**src/rtl/gpr_master.sv**
```systemverilog
// rtl/gpr_master.sv - register-file master: READ3 sum, WRITE, MOVE with optional r15 protect (GPR_MASTER_FLAG_PROTECT_EN)
module gpr_master #(
    parameter int DATA_W = 14,
    parameter int ADDR_W = 12,
    parameter int REG_W  = 4
) (
    input  logic                 clk,
    input  logic                 rst,
    input  logic                 req_valid,
    output logic                 req_ready,
    input  logic [1:0]           req_op,
    input  logic [REG_W-1:0]     req_dst,
    input  logic [3*REG_W-1:0]   req_src,
    input  logic [DATA_W-1:0]    req_data,
    output logic                 rsp_valid,
    input  logic                 rsp_ready,
    output logic [DATA_W-1:0]    rsp_data,
    output logic                 rsp_err,
    output logic                 GPR_rd,
    output logic                 GPR_wr,
    output logic [ADDR_W-1:0]    gpr_addr_wr,
    output logic [ADDR_W-1:0]    gpr_addr_rd,
    output logic [DATA_W-1:0]    gpr_wdata,
    input  logic [DATA_W-1:0]    gpr_rdata
);

    localparam logic [1:0] S_IDLE  = 2'd0;
    localparam logic [1:0] S_READ  = 2'd1;
    localparam logic [1:0] S_WRITE = 2'd2;
    localparam logic [1:0] S_RESP  = 2'd3;

    localparam logic [1:0] OP_READ3 = 2'b00;
    localparam logic [1:0] OP_WRITE = 2'b01;
    localparam logic [1:0] OP_MOVE  = 2'b10;

    localparam int RD_SHIFT = ADDR_W - 3*REG_W;
    localparam int WR_SHIFT = ADDR_W - REG_W;

    logic [1:0]         state;
    logic [1:0]         op_q;
    logic [REG_W-1:0]   dst_q;
    logic [3*REG_W-1:0] src_q;
    logic [DATA_W-1:0]  data_q;
    logic [DATA_W-1:0]  sum_q;
    logic [DATA_W-1:0]  wr_value;
    logic               prot_req;
    logic               prot_q;

    // Writes to the top register are refused when protection is built in.
`ifdef GPR_MASTER_FLAG_PROTECT_EN
    assign prot_req = &req_dst;
    assign prot_q   = &dst_q;
`else
    assign prot_req = 1'b0;
    assign prot_q   = 1'b0;
`endif

    assign wr_value = (op_q == OP_WRITE) ? data_q : sum_q;

    always_ff @(posedge clk) begin
        if (rst) begin
            state    <= S_IDLE;
            op_q     <= '0;
            dst_q    <= '0;
            src_q    <= '0;
            data_q   <= '0;
            sum_q    <= '0;
            rsp_data <= '0;
            rsp_err  <= 1'b0;
        end else begin
            case (state)
                S_IDLE: begin
                    if (req_valid) begin
                        op_q     <= req_op;
                        dst_q    <= req_dst;
                        src_q    <= req_src;
                        data_q   <= req_data;
                        rsp_data <= '0;
                        rsp_err  <= 1'b0;
                        case (req_op)
                            OP_READ3, OP_MOVE: state <= S_READ;
                            OP_WRITE: begin
                                if (prot_req) begin
                                    state   <= S_RESP;
                                    rsp_err <= 1'b1;
                                end else begin
                                    state <= S_WRITE;
                                end
                            end
                            default: begin
                                state   <= S_RESP;
                                rsp_err <= 1'b1;
                            end
                        endcase
                    end
                end
                S_READ: begin
                    sum_q <= gpr_rdata;
                    if (op_q == OP_MOVE) begin
                        if (prot_q) begin
                            state   <= S_RESP;
                            rsp_err <= 1'b1;
                        end else begin
                            state <= S_WRITE;
                        end
                    end else begin
                        rsp_data <= gpr_rdata;
                        state    <= S_RESP;
                    end
                end
                S_WRITE: begin
                    rsp_data <= wr_value;
                    state    <= S_RESP;
                end
                default: begin
                    if (rsp_ready) state <= S_IDLE;
                end
            endcase
        end
    end

    // Strobes and buses decode straight from state so they are exactly one cycle wide.
    assign req_ready   = (state == S_IDLE);
    assign rsp_valid   = (state == S_RESP);
    assign GPR_rd      = (state == S_READ);
    assign GPR_wr      = (state == S_WRITE);
    assign gpr_addr_rd = GPR_rd ? (ADDR_W'(src_q) << RD_SHIFT) : '0;
    assign gpr_addr_wr = GPR_wr ? (ADDR_W'(dst_q) << WR_SHIFT) : '0;
    assign gpr_wdata   = GPR_wr ? wr_value : '0;

endmodule

```
**config.mk**
```make
export PLATFORM = sky130hd
export DESIGN_NAME = gpr_master
export DESIGN_NICKNAME = d
export VERILOG_FILES = /design/src/rtl/gpr_master.sv
export SDC_FILE = /design/constraint.sdc
export NUM_CORES = 1
export LEC_CHECK = 0
export CAP_MARGIN = 20
export CORE_ASPECT_RATIO = 1.5
export CORE_MARGIN = 2
export CORE_UTILIZATION = 45
export DETAILED_ROUTE_END_ITERATION = 10
export PLACE_DENSITY = 0.92
export REMOVE_ABC_BUFFERS = 1
export SLEW_MARGIN = 10
export SYNTH_ARGS = -nofsm -noshare
export SYNTH_HDL_FRONTEND = slang
export SYNTH_SLANG_ARGS = --single-unit
```
**constraint.sdc**
```tcl
create_clock -name clk -period 2.19 [get_ports clk]
set_input_delay 0.3285 -clock clk [delete_from_list [all_inputs] [get_ports clk]]
set_output_delay 0.3285 -clock clk [all_outputs]
set_load 0.05 [all_outputs]
```
==> results.json <==
{
  "status": "finished, final reports clean",
  "hp-class": "flip-flop to flip-flop",
  "grt_first_pass_wirelength_mm": 13.6,
  "pre_cts_slack_ns": 0.154,
  "post_drt_wl_per_cell_um": 15.9,
  "grt_max_degree": 34,
  "htree_levels": 3,
  "postCtsResizedCells": 2,
  "power_switching_w": 0.00157,
  "power_density_nw_per_um2": 902,
  "grt-busiest-layer": "met2",
  "global_route.usage.met1_pct": 26.0,
  "synthMuxAreaShare_pct": 4.76,
  "post_route_cells_drive_above_1_share_pct": 13.6,
  "fa_ha_area_share_pct": 3.40,
  "crit_path_end_kind": "primary output",
  "fin_total_pwr_w": 0.00397,
  "maxPowerGroup": "combinational logic",
  "fmax_mhz": 481,
  "skew_ns": 0.00676,
  "holdWs_ns": 0.448,
  "numCtsBuffers": 9,
  "setup_viol": 0,
  "via_per_inst": 5.47,
  "cp.arrival_ns": 1.75,
  "post_cts_buffers": 0,
  "routed.top_layer": "met4",
  "synth_cell_types": 28,
  "layout.nets": 505,
  "slew_violations": 0,
  "required_ns": 1.86,
  "drt_iter0_drc": 290,
  "hold_buffers": 0,
  "simple_gate_share_pct": 24.5,
  "leakagePower_nw": 1.66,
  "rsz0062_at_grt": "no",
  "fin_util_pct": 68.9,
  "synth_stat.cells": 359,
  "fp-row-count": 36,
  "grt_pass1_vias": 2903,
  "pwr.group.clock_w": 0.000818,
  "synth_xor_xnor_area_share_pct": 0,
  "layout.cells.most_common": "nand2_1",
  "synth_seq_share_pct": 42.8,
  "portBuffers": 98,
  "cts_tree": "yes",
  "postPlaceCellArea_um2": 4250,
  "dieArea_um2": 7220,
  "setup_tns_ns": 0,
  "tool_warnings": 32,
  "wl_met2_mm": 4.47,
  "route.detailed.drc": 0,
  "syn_to_final_growth_pct": 49.6,
  "p_clk_share_pct": 20.6,
  "cts_sinks": 63
}
==> path summary, 6_finish.rpt <==
check | startpoint | to | slack, ns | depth (start not counted)
setup / recovery | state[1]$_SDFFE_PP0P_ | gpr_addr_rd[0] | 0.11 | 5
setup reg to reg | state[1]$_SDFFE_PP0P_ | rsp_data[9]$_SDFFE_PP0P_ | 0.12 | 5
hold / removal | dst_q[0]$_SDFFE_PP0P_ | dst_q[0]$_SDFFE_PP0P_ | 0.45 | 2
hold reg to reg | dst_q[0]$_SDFFE_PP0P_ | dst_q[0]$_SDFFE_PP0P_ | 0.45 | 2
==> area by class of cell <==
| class | count | area (um2) |
|---|---|---|
| multi-input combinational | 262 | 1520 |
| tap | 76 | 95.1 |
| fill | 498 | 1990 |
| inverter | 3 | 11.3 |
| clock buffer | 11 | 141 |
| timing repair buffer | 108 | 1370 |
| sequential | 63 | 1260 |
| clock inverter | 2 | 10.0 |
==> synthesized netlist by cell type (all sizes together) <==
cell type  count  area [um2]
o21ai         15        75.1
buf           16         113
o32ai          1        8.76
dfxtp         63        1260
mux2i         14         140
nor3           1        5.00
and3b          1        8.76
or3            1        6.26
nor2          15        56.3
nor2b          2        12.5
a32o          14         140
ha             8         100
nand3          1        5.00
nand2b         3        18.8
a221oi         1        8.76
inv            3        11.3
or4            2        15.0
clkbuf        22        82.6
nor4           1        12.5
and2          17         106
nand4b        14         123
a21oi         35         175
conb           1        3.75
nand2         94         353
o211ai        14         105
==> sequential cells by signal (all words and copies together) (netlist names) <==
signal / count
sum_q: 14
dst_q: 4
rsp_err: 1
rsp_data: 14
data_q: 14
src_q: 12
state: 2
op_q: 2
==> worst max-delay path, stage by stage (launching register included) <==
cell and delay, ns:
dfxtp_1 0.37, inv_1 0.15, ha_1 0.21, buf_6 0.28, and2_1 0.25, buf_12 0.16
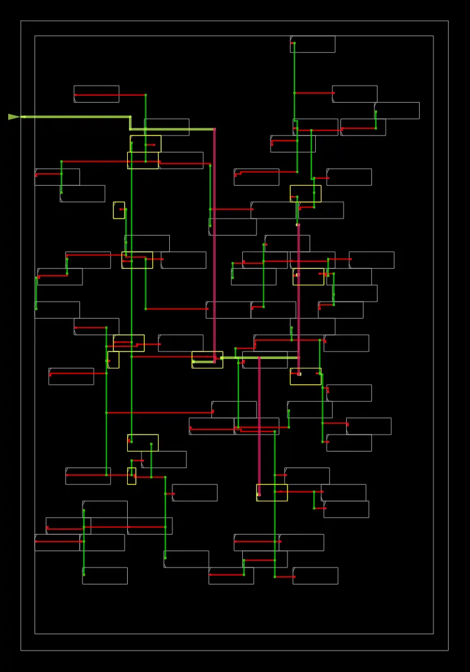
**Above:** clock wiring as the flow saved it.
clk latency late pin: 0.33 ns
# clk buffers: 11

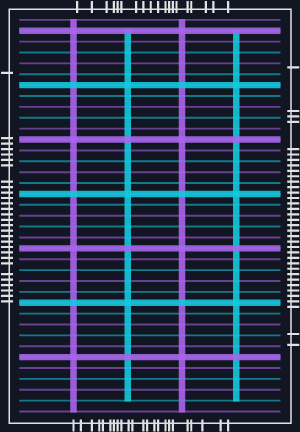
**Above:** supply network.
Scale: 4 px per um. Pins as bars on the die edge.
- cyan: VDD
- purple: VSS
- met5 straps: 7
- signal pins: 107
maximum vdd drop: 0.487 mV
DIE WIDTH: 70.1 um
Core Area: 6400 um2
Die H: 103 um

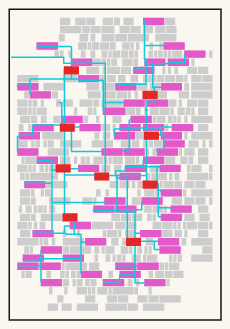
**Above:** clock distribution.
Scale: 3 px per um.
- cyan: clock wires (length 763 um)
- red: clock drivers (count 9)
- magenta: flip-flops (count 63)
- flops lie: all over the die
- routed clock nets: 10

